**src/rtl/br_amba_apb_initiator.sv**
```systemverilog
// APB4 requester: converts a valid/ready command into a single APB transfer
// and returns the completion on a valid/ready response channel. Only one
// transfer is outstanding at a time. An optional ACCESS-phase watchdog ends
// transfers to targets that never raise pready.
//
// Handshake rule (both channels): a beat transfers on a rising clk edge where
// valid && ready. Once rsp_valid is raised, it and all rsp_* fields hold
// until that edge. cmd_ready depends only on the FSM state.

package br_amba;
  localparam int ApbProtWidth = 3;
endpackage

module br_amba_apb_initiator #(
  parameter int AddrWidth     = 12,
  parameter int TimeoutCycles = 0
) (
  input  logic                            clk,
  input  logic                            rst_n,
  input  logic                            cmd_valid,
  output logic                            cmd_ready,
  input  logic [AddrWidth-1:0]            cmd_addr,
  input  logic                            cmd_write,
  input  logic [31:0]                     cmd_wdata,
  input  logic [3:0]                      cmd_wstrb,
  input  logic [br_amba::ApbProtWidth-1:0] cmd_prot,
  output logic                            rsp_valid,
  input  logic                            rsp_ready,
  output logic [31:0]                     rsp_rdata,
  output logic                            rsp_slverr,
  output logic                            rsp_timeout,
  output logic [AddrWidth-1:0]            paddr,
  output logic [br_amba::ApbProtWidth-1:0] pprot,
  output logic [3:0]                      pstrb,
  output logic                            pwrite,
  output logic [31:0]                     pwdata,
  output logic                            psel,
  output logic                            penable,
  input  logic [31:0]                     prdata,
  input  logic                            pready,
  input  logic                            pslverr
);

  localparam int PW = br_amba::ApbProtWidth;
  // Wait counter holds the 1-based ACCESS cycle index; one bit when unused.
  localparam int CntWidth = (TimeoutCycles > 0) ? $clog2(TimeoutCycles + 1) : 1;
  localparam logic [CntWidth-1:0] CntMax     = '1;
  localparam logic [CntWidth-1:0] CntOne     = CntWidth'(1);
  localparam logic [CntWidth-1:0] TimeoutVal = CntWidth'(TimeoutCycles);

  if (AddrWidth < 12) begin : g_addr_width_check
    $error("br_amba_apb_initiator: AddrWidth must be >= 12");
  end

  typedef enum logic [1:0] {
    StIdle,
    StSetup,
    StAccess,
    StResp
  } state_e;

  state_e                state_q, state_d;
  logic [CntWidth-1:0]   cnt_q, cnt_d;
  logic [AddrWidth-1:0]  paddr_q, paddr_d;
  logic [PW-1:0]         pprot_q, pprot_d;
  logic [3:0]            pstrb_q, pstrb_d;
  logic                  pwrite_q, pwrite_d;
  logic [31:0]           pwdata_q, pwdata_d;
  logic                  psel_q, psel_d;
  logic                  penable_q, penable_d;
  logic                  rsp_valid_q, rsp_valid_d;
  logic [31:0]           rsp_rdata_q, rsp_rdata_d;
  logic                  rsp_slverr_q, rsp_slverr_d;
  logic                  rsp_timeout_q, rsp_timeout_d;

  // Next-state and next-output decode; every field holds unless its phase updates it.
  always_comb begin
    state_d       = state_q;
    cnt_d         = cnt_q;
    paddr_d       = paddr_q;
    pprot_d       = pprot_q;
    pstrb_d       = pstrb_q;
    pwrite_d      = pwrite_q;
    pwdata_d      = pwdata_q;
    psel_d        = psel_q;
    penable_d     = penable_q;
    rsp_valid_d   = rsp_valid_q;
    rsp_rdata_d   = rsp_rdata_q;
    rsp_slverr_d  = rsp_slverr_q;
    rsp_timeout_d = rsp_timeout_q;
    unique case (state_q)
      StIdle: begin
        if (cmd_valid) begin
          paddr_d  = cmd_addr;
          pprot_d  = cmd_prot;
          pwrite_d = cmd_write;
          pwdata_d = cmd_wdata;
          // Reads never carry byte strobes on the bus.
          pstrb_d  = cmd_write ? cmd_wstrb : 4'b0000;
          psel_d   = 1'b1;
          cnt_d    = '0;
          state_d  = StSetup;
        end
      end
      StSetup: begin
        penable_d = 1'b1;
        cnt_d     = CntOne;
        state_d   = StAccess;
      end
      StAccess: begin
        // pready has priority so a late but valid completion is never lost.
        if (pready) begin
          psel_d        = 1'b0;
          penable_d     = 1'b0;
          rsp_rdata_d   = pwrite_q ? 32'h0 : prdata;
          rsp_slverr_d  = pslverr;
          rsp_timeout_d = 1'b0;
          rsp_valid_d   = 1'b1;
          state_d       = StResp;
        end else if ((TimeoutCycles > 0) && (cnt_q == TimeoutVal)) begin
          psel_d        = 1'b0;
          penable_d     = 1'b0;
          rsp_rdata_d   = 32'h0;
          rsp_slverr_d  = 1'b1;
          rsp_timeout_d = 1'b1;
          rsp_valid_d   = 1'b1;
          state_d       = StResp;
        end else if (cnt_q != CntMax) begin
          cnt_d = cnt_q + CntOne;
        end
      end
      StResp: begin
        if (rsp_ready) begin
          rsp_valid_d = 1'b0;
          state_d     = StIdle;
        end
      end
      default: state_d = StIdle;
    endcase
  end

  // FSM state and all registered outputs; async reset drops the bus at once.
  always_ff @(posedge clk or negedge rst_n) begin
    if (!rst_n) begin
      state_q       <= StIdle;
      cnt_q         <= '0;
      paddr_q       <= '0;
      pprot_q       <= '0;
      pstrb_q       <= '0;
      pwrite_q      <= 1'b0;
      pwdata_q      <= '0;
      psel_q        <= 1'b0;
      penable_q     <= 1'b0;
      rsp_valid_q   <= 1'b0;
      rsp_rdata_q   <= '0;
      rsp_slverr_q  <= 1'b0;
      rsp_timeout_q <= 1'b0;
    end else begin
      state_q       <= state_d;
      cnt_q         <= cnt_d;
      paddr_q       <= paddr_d;
      pprot_q       <= pprot_d;
      pstrb_q       <= pstrb_d;
      pwrite_q      <= pwrite_d;
      pwdata_q      <= pwdata_d;
      psel_q        <= psel_d;
      penable_q     <= penable_d;
      rsp_valid_q   <= rsp_valid_d;
      rsp_rdata_q   <= rsp_rdata_d;
      rsp_slverr_q  <= rsp_slverr_d;
      rsp_timeout_q <= rsp_timeout_d;
    end
  end

  assign cmd_ready   = (state_q == StIdle);
  assign paddr       = paddr_q;
  assign pprot       = pprot_q;
  assign pstrb       = pstrb_q;
  assign pwrite      = pwrite_q;
  assign pwdata      = pwdata_q;
  assign psel        = psel_q;
  assign penable     = penable_q;
  assign rsp_valid   = rsp_valid_q;
  assign rsp_rdata   = rsp_rdata_q;
  assign rsp_slverr  = rsp_slverr_q;
  assign rsp_timeout = rsp_timeout_q;

endmodule

```
**config.mk**
```make
export PLATFORM = sky130hd
export DESIGN_NAME = br_amba_apb_initiator
export DESIGN_NICKNAME = d
export VERILOG_FILES = /design/src/rtl/br_amba_apb_initiator.sv
export SDC_FILE = /design/constraint.sdc
export NUM_CORES = 1
export LEC_CHECK = 0
export ABC_AREA = 1
export ABC_CLOCK_PERIOD_IN_PS = 4400
export CAP_MARGIN = 20
export CORE_MARGIN = 2
export CORE_UTILIZATION = 44
export CTS_CLUSTER_SIZE = 14
export DETAILED_ROUTE_END_ITERATION = 12
export PLACE_DENSITY = 0.86
export RECOVER_POWER = 25
export SYNTH_ARGS = -nofsm -noshare
export SYNTH_HDL_FRONTEND = slang
export SYNTH_SLANG_ARGS = --single-unit
export TNS_END_PERCENT = 100
```
**constraint.sdc**
```tcl
create_clock -name clk -period 4.4 [get_ports clk]
set_clock_uncertainty 0.1 [all_clocks]
set_input_delay 0.88 -clock clk [delete_from_list [all_inputs] [get_ports clk]]
set_output_delay 0.88 -clock clk [all_outputs]
set_load 0.01 [all_outputs]
```
Figure 1. Close-up of the layout.
Bar = 20 um. Region (0, 0) to (50, 50) um. Cells in grey, sequential cells in the stronger grey; small squares are vias.
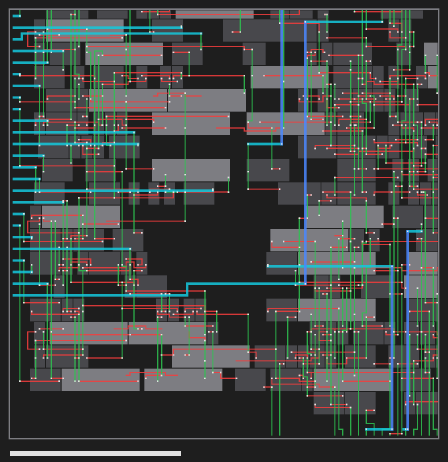
[red] met1
[cyan] met3
[green] met2
[blue] met4
sequential cells in the window: 19
most frequent: nand2_1 (62), clkdlybuf4s50_1 (39), dfrtp_1 (19)
netlist names of flops here include: `pwdata` (11), `rsp_rdata` (5), `state_q` (2)
cells with their middle in the window: 153

Figure 2. Placed cells, one colour a class.
Fill, decap, tap and diode cells in grey.
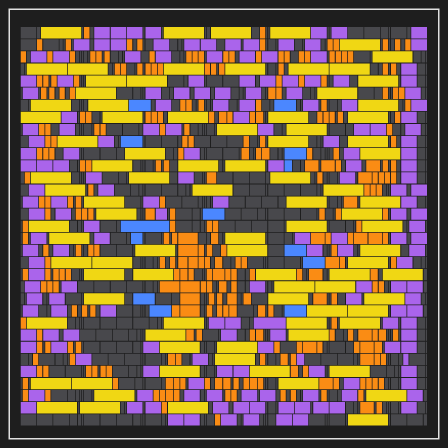
[blue] clock drivers and dummy loads | cells: 13 | share of their area: 3.2%
[orange] all other logic | cells: 301 | share of their area: 24%
[purple] other buffers and delay cells | cells: 181 | share of their area: 33%
[yellow] flip-flops | cells: 90 | share of their area: 41%

==> reports/results.txt <==
P_clk - 531 uW
Insertion Delay late pin - 330 ps
DR WL/cell - 13.7 um
First-pass GRT wire length - 14.4 mm
Clock Tree Buf Depth - 2
PwrDens - 654 nW/um2
Final setup violation count - 0
M1 WL - 3.97 mm
Flop count - 90
Area growth from synthesis to layout - 51.9%
Fin nets - 679
Placed inst area - 5510 um2
Worst Path Class, Setup - input pin to async pin
Routed length on met3 - 753 um
Rel. slew slack - -18.5%
Layout clock buffer count - 10
Synthesis area per yosys - 3740 um2
Vias in the first global route - 3154
RSZ-0062 raised after global routing - false
Crit path largest cell delay - 1420 ps
WP depth - 2
Finished Cell Area - 5690 um2
Worst-path maximum fanout - 74
Combinational power share - 48.1%
Flop share of the area - 39.6%
Htree depth - 3
Critical path's top delay family - buffers and inverters
Max-cap violations - 1
Largest cell class - flip-flops and latches
Yosys xor share - 0%
Ant. Diodes - 0
Multiplexer share - 0%
Core ar. - 8220 um2
Comb/total area - 22.3%
Setup crit end - state_q[0]$_DFFE_PN0P_
Hold-fix buffers, CTS - 0
Registers, synthesis - 90
Slowest stage cell, crit path - clkbuf_2
Iter 0 DRT Violations - 128
Final TNS setup - 0 ps
Top Metal Used - met4
Violated checks - capacitance limit, slew limit
TritonCTS clock tree - done
Comb. pwr - 1790 uW
GRT busiest layer - met2
Die Ht - 96.2 um
Mi-comb count - 289
Period utilization - 68.0%
Pwr Total - 3720 uW
Distinct lib cells used - 15
Syn Inst Count - 413
Adder Share, Synth - 2.01%
Syn avg cell area - 9.06 um2
Comb gate area - 1270 um2
Clock-pin slew on the worst setup and hold paths - 70 ps
Nature of the critical path endpoint - async pin
YS warnings - 0
Worst path arrival time - 3000 ps
OpenROAD warning count - 31
P_int - 2390 uW
Compound-cell area share of the yosys netlist - 6.99%
Final non-filler cell total - 690
Place WS - 1880 ps
Hold endpoint - pwdata[12]$_DFFE_PN0P_
Comb area leader - simple AND/OR/NAND/NOR gates
Share of cells above drive strength 1 - 6.15%
Largest net degree at the start of global routing - 91
Placed cells - 676
Clk pwr share - 14.3%
Utilization after layout - 69.2%
Die width - 96.2 um
Most numerous logic cells after layout - nand2_1, clkdlybuf4s50_1, dfrtp_1
Sw Share - 35.9%
Sequential power - 1400 uW
CP bufs+invs - 2
Reg-to-reg slack, setup - 2510 ps
Non-clk bufs - 181
DIE AREA - 9260 um2
Final Max Tran Viols - 75
Status - complete, but fails checks
Figure 3. Routed metal per tile.
Bar = 20 um. 19 x 19 tiles, from black (low) to pale yellow (high), scaled to the fullest tile. Values are wire area over tile area, all layers added.
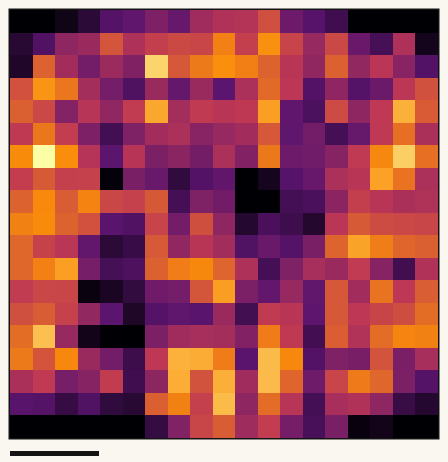
fullest tile: 0.40
tiles over half the peak: 39%
mean over tiles: 0.17
emptiest ninth of the die: lower left
nearly empty tiles: 5.5%

Figure 4. Where the registers sit.
Other sequential cells in the stronger grey, the rest of the logic in the fainter grey.
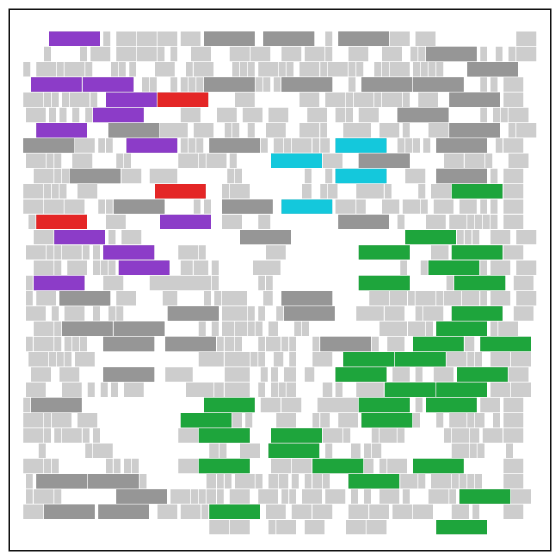
[purple] `paddr` | placed flops: 12
[green] `rsp_rdata` | placed flops: 32
[cyan] `pstrb` | placed flops: 4
[red] `pprot` | placed flops: 3
not coloured: 39

-- sequential cells by signal (all words and copies together), names as in the netlist --
register,count
pwdata,32
rsp_rdata,32
paddr,12
pstrb,4
pprot,3
state_q,2
penable,1
psel,1
pwrite,1
rsp_slverr,1
rsp_valid,1
-- synth_stat cells, drive strengths merged --
cell	number	share of area, %
nand3	5	0.67
dfrtp	90	60
inv	12	1.2
nand2	235	24
conb	1	0.10
o21ai	38	6.8
nand4	3	0.50
ha	6	2.0
buf	21	4.7
clkbuf	1	0.10
o211ai	1	0.20
-- worst reg2reg max path, delay by kind of cell, from the launching register on --
family	cells	cell delay (ps)
buf+inv	2	720
flops	1	420
fa+ha+maj	1	250
compound gates	1	170
simple gates	1	80
Power and IR drop assume default switching activity.
